## src/rtl/note_serializer.sv

```systemverilog
// note_serializer
// ----------------------------------------------------------------------------
// Transmit side of the note serial link. It takes a snapshot of the note vector
// at the start of each frame. It then shifts the snapshot out LSB-first, one
// bit per BIT_CYCLES-long slot. note_serial_sync is high for all of slot 0 so
// the receiver can align its slot counter to the sync rising edge.
//
// Optional feature (macro NOTE_SER_PARITY_EN):
//   When defined, an extra slot carries even parity (XOR of the snapshot).
//   When undefined, a frame is exactly NUM_NOTES slots long.
//
// Parameters:
//   NUM_NOTES   payload bits per frame
//   BIT_CYCLES  clk cycles per bit slot (>= 128)
//
// Ports:
//   clk               system clock, posedge
//   reset             asynchronous active-high reset
//   enable            level; frames repeat back-to-back while it is high
//   notes             note vector, sampled only at frame start
//   note_serial_sync  frame marker, high for all of slot 0
//   note_serial_data  serial payload bit
//   busy              high while a frame is in flight
//   frame_start       1-cycle pulse on the first cycle of slot 0
//   frame_done        1-cycle pulse on the last cycle of the last slot
// ----------------------------------------------------------------------------
module note_serializer #(
  parameter int NUM_NOTES  = 48,
  parameter int BIT_CYCLES = 8192
) (
  input  logic                 clk,
  input  logic                 reset,
  input  logic                 enable,
  input  logic [NUM_NOTES-1:0] notes,
  output logic                 note_serial_sync,
  output logic                 note_serial_data,
  output logic                 busy,
  output logic                 frame_start,
  output logic                 frame_done
);

`ifdef NOTE_SER_PARITY_EN
  localparam int FRAME_SLOTS = NUM_NOTES + 1;
`else
  localparam int FRAME_SLOTS = NUM_NOTES;
`endif

  localparam int SW = $clog2(FRAME_SLOTS + 1);
  localparam int CW = $clog2(BIT_CYCLES);

  localparam logic [0:0] IDLE = 1'b0;
  localparam logic [0:0] SEND = 1'b1;

  localparam logic [CW-1:0] CYC_LAST  = CW'(BIT_CYCLES - 1);
  localparam logic [SW-1:0] SLOT_LAST = SW'(FRAME_SLOTS - 1);

  logic [0:0]           state;
  logic [NUM_NOTES-1:0] shreg;
  logic [SW-1:0]        slot;
  logic [CW-1:0]        cyc;

  logic slot_end;
  logic frame_end;
  logic payload_bit;
  logic data_next;
  logic [NUM_NOTES-1:0] slot_hit;

  assign slot_end  = (cyc == CYC_LAST);
  assign frame_end = slot_end && (slot == SLOT_LAST);

  // One-hot selection of the snapshot bit for the current slot. Slots past
  // the payload (the parity slot) select nothing and yield 0.
  genvar gi;
  generate
    for (gi = 0; gi < NUM_NOTES; gi++) begin : g_sel
      assign slot_hit[gi] = (slot == SW'(gi)) & shreg[gi];
    end
  endgenerate

  assign payload_bit = |slot_hit;

`ifdef NOTE_SER_PARITY_EN
  assign data_next = payload_bit | ((slot == SW'(NUM_NOTES)) & (^shreg));
`else
  assign data_next = payload_bit;
`endif

  // Frame sequencing: snapshot, slot and in-slot cycle counters.
  always_ff @(posedge clk or posedge reset) begin
    if (reset) begin
      state <= IDLE;
      shreg <= '0;
      slot  <= '0;
      cyc   <= '0;
    end else begin
      case (state)
        IDLE: begin
          if (enable) begin
            shreg <= notes;
            slot  <= '0;
            cyc   <= '0;
            state <= SEND;
          end
        end
        SEND: begin
          if (frame_end) begin
            slot <= '0;
            cyc  <= '0;
            // A new snapshot is taken with no gap, so frames can run back-to-back.
            if (enable) begin
              shreg <= notes;
            end else begin
              state <= IDLE;
            end
          end else if (slot_end) begin
            cyc  <= '0;
            slot <= slot + SW'(1);
          end else begin
            cyc <= cyc + CW'(1);
          end
        end
        default: state <= IDLE;
      endcase
    end
  end

  // The outputs are a registered image of the counters, one cycle behind.
  // A frame therefore becomes visible one edge after the snapshot edge.
  always_ff @(posedge clk or posedge reset) begin
    if (reset) begin
      note_serial_sync <= 1'b0;
      note_serial_data <= 1'b0;
      busy             <= 1'b0;
      frame_start      <= 1'b0;
      frame_done       <= 1'b0;
    end else if (state == SEND) begin
      note_serial_sync <= (slot == '0);
      note_serial_data <= data_next;
      busy             <= 1'b1;
      frame_start      <= (slot == '0) && (cyc == '0);
      frame_done       <= frame_end;
    end else begin
      note_serial_sync <= 1'b0;
      note_serial_data <= 1'b0;
      busy             <= 1'b0;
      frame_start      <= 1'b0;
      frame_done       <= 1'b0;
    end
  end

endmodule

```

## config.mk

```make
export PLATFORM = sky130hd
export DESIGN_NAME = note_serializer
export DESIGN_NICKNAME = d
export VERILOG_FILES = /design/src/rtl/note_serializer.sv
export SDC_FILE = /design/constraint.sdc
export NUM_CORES = 1
export LEC_CHECK = 0
export CAP_MARGIN = 0
export CORE_ASPECT_RATIO = 0.8
export CORE_UTILIZATION = 40
export DETAILED_ROUTE_END_ITERATION = 7
export PLACE_DENSITY = 0.61
export SETUP_SLACK_MARGIN = 0.02
export SKIP_LAST_GASP = 1
export SLEW_MARGIN = 20
export SYNTH_ARGS = -nofsm -noshare
export SYNTH_HDL_FRONTEND = slang
export SYNTH_SLANG_ARGS = --single-unit
export TNS_END_PERCENT = 100
```

## constraint.sdc

```tcl
create_clock -name clk -period 6.5 [get_ports clk]
set_input_delay 1.95 -clock clk [delete_from_list [all_inputs] [get_ports clk]]
set_output_delay 1.95 -clock clk [all_outputs]
set_load 0.03 [all_outputs]
```

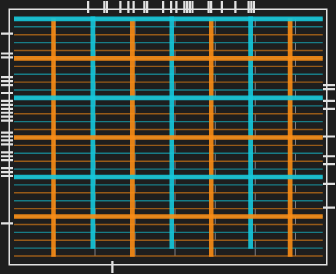
**Above:** power grid.
Pins as bars on the die edge. Tap cells in gray.
- orange: VSS
- cyan: VDD
- met1 rails: 31
- tap cells: 112
- signal pins: 56
- met4 straps: 7
- met5 straps: 6
CORE AREA: 8670 sq um
Die Wd: 109 um

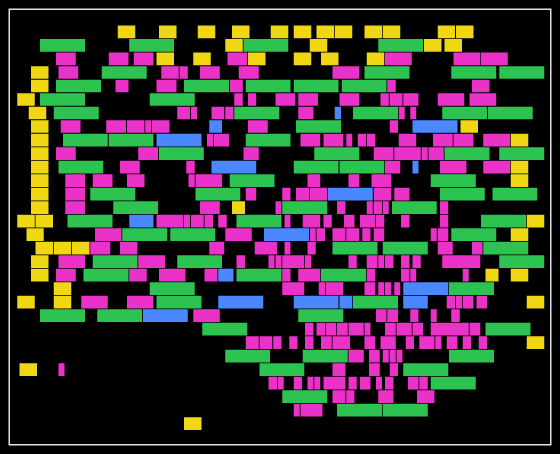
**Above:** cells colored by class.
- blue: clock drivers and dummy loads (cells 16; share of their area 6.5%)
- green: flops (cells 73; share of their area 42%)
- yellow: other buffers and delay cells (cells 57; share of their area 13%)
- magenta: all other logic (cells 215; share of their area 39%)

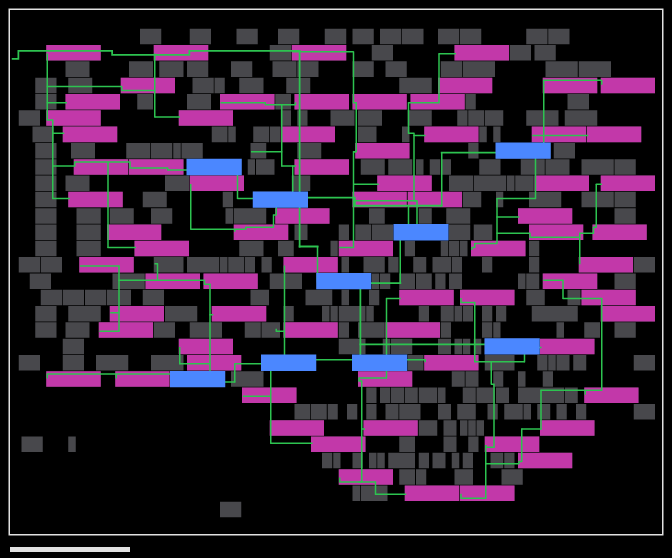
**Above:** clock wires, drivers and flops.
Bar = 20 um.
- green: clock wires (length 946 um)
- magenta: flip-flops (count 73)
- blue: cells driving clock nets (count 9)
- routed clock nets: 10

==> flow_metrics.tcl <==
# collected from the flow reports
set metrics [dict create \
    status "finished, final reports clean" \
    fp_util_pct 42.0 \
    required_ns 6.71 \
    drc 0 \
    tightest_slew_ns 0.863 \
    critPathBufInv 2 \
    via_count 2570 \
    rsz0062_at_grt "false" \
    crit_chain "clkdlybuf4s50_1 -> nand2_2 -> buf_4 -> mux2_2" \
    yosys_area_sq_um 3640 \
    ys_sh_adder_pct 2.06 \
    ir_worst_vdd_uv 114 \
    final_layout_top_logic_cells "dfrtp_1 (73), clkdlybuf4s50_1 (55), mux2_2 (30)" \
    worstReg2RegStart "slot[0]" \
    seqCellArea_sq_um 1830 \
    final_core_util_pct 52.0 \
    clkPwrFrac_pct 48.3 \
    worstSetupEndpointType "flip-flop" \
    top_register "shreg" \
    overflow 0 \
    crit_arrival_ns 3.51 \
    nNonClkInverters 9 \
    r2r-end "shreg[42]" \
    synthArstFlopShare_pct 100 \
    io_pins 56 \
    largest_register_ffs 48 \
    via_per_inst 5.43 \
    hold_buffers 0 \
    avgSynthCellArea_sq_um 11.7 \
    grt.met3_usage_pct 5.16 \
    p_seq_share_pct 47.4 \
    slowest_delay_ns 0.55 \
    cp_slowest_cell "buf_4" \
    crit_end "shreg[16]" \
    holdWs_ns 0.498 \
    clkLatencyLatePin_ns 0.33 \
    syn_area_sq_um 3640 \
    buffers_excl_clock 57 \
    drive_above_1_share_pct 19.9 \
    drt_iter0_markers 138 \
    maxSlewViolCount 0 \
    finalInstanceArea_sq_um 4510 \
    hold_violations 0 \
    ys_sh_simple_pct 10.5 \
    ys_warn_count 0 \
    flops 73 \
    track_usage_pct 18.5 \
    drtAntennaViolNets 0 \
    seq_share_pct 40.5 \
    postSynthCellCount 312 \
    n_fill_cell 775 \
    route.met3.wl_um 391 \
    logic_gates 206 \
    routed_wl_mm 7.88 \
    drt-met1-wl_mm 4.07 \
    grt_pass1_vias 2563 \
    layout_top_cell "dfrtp_1" \
    synth-main-ff-cell "dfrtp_1" \
    switching_power_mw 0.197 \
    routed.top_layer "met4" \
    pre_cts_ws_ns 2.86 \
    totalPowerFinal_mw 0.959 \
    p_clk_mw 0.463 \
    sh_comb_area_pct 36.8 \
    comb_area_sq_um 1660 \
    gr-usage-met2_pct 25.9 \
    xor_area_share_pct 0 \
    hpwl_mm 5.39 \
    holdPathStages 1 \
    min_period_over_period_pct 50.8 \
    tapCellCount 112 \
    stdcell_count 473 \
    area.growth.synth_to_final_pct 23.7 \
    slew_headroom_pct 42.3 \
    clk_pin_slew_ns 0.05 \
    largestClassByArea "registers" \
    swShare_pct 20.5 \
    log.warning_count 30 \
    nets 413 \
    clockNetworkAreaShare_pct 6.30 \
    min_from "cyc[11]" \
    root_buffer "clkbuf_16" \
    fin_tns_setup_ns 0 \
    place_inst 457 \
    synthTopLogicFamily "multiplexers" \
    synth-edff-count 0 \
    port_buffers 55 \
    ys.flops 73 \
    finalWorstSetupSlack_ns 3.20 \
    fmax_ghz 0.303 \
    hold_path_end "cyc[11]" \
    combPwrFrac_pct 4.3 \
    cp.depth 4 \
    finalCriticalPeriod_ns 3.30 \
    hp-class "flip-flop to flip-flop" \
    cts_repair_resize_count 0 \
    antenna_found_initial 0 \
    dr_wl_met2_mm 3.37 \
    place.gp.congestion 0.792 \
]
==> synthesized netlist by cell type, types with 2 or more instances <==
cell type	number	area [sq um]
a21o_1	2	15.0
a21oi_1	12	60.1
a221oi_1	3	26.3
a222oi_1	5	50.1
a22o_1	3	26.3
a22oi_1	5	37.5
a31oi_1	6	37.5
and2_1	2	12.5
and3_1	4	25.0
and4_1	4	35.0
buf_2	5	25.0
buf_4	2	15.0
buf_6	3	33.8
clkbuf_1	12	45.0
dfrtp_1	73	1830
ha_1	6	75.1
inv_1	8	30.0
mux2_2	30	338
mux2_4	20	300
mux2i_1	7	70.1
nand2_1	23	86.3
nand3_1	11	55.1
nand4_1	3	18.8
nor2_1	7	26.3
nor3_1	3	15.0
nor3b_1	2	15.0
nor4_1	3	18.8
o211ai_1	2	15.0
o21ai_0	22	110
or2_2	2	12.5
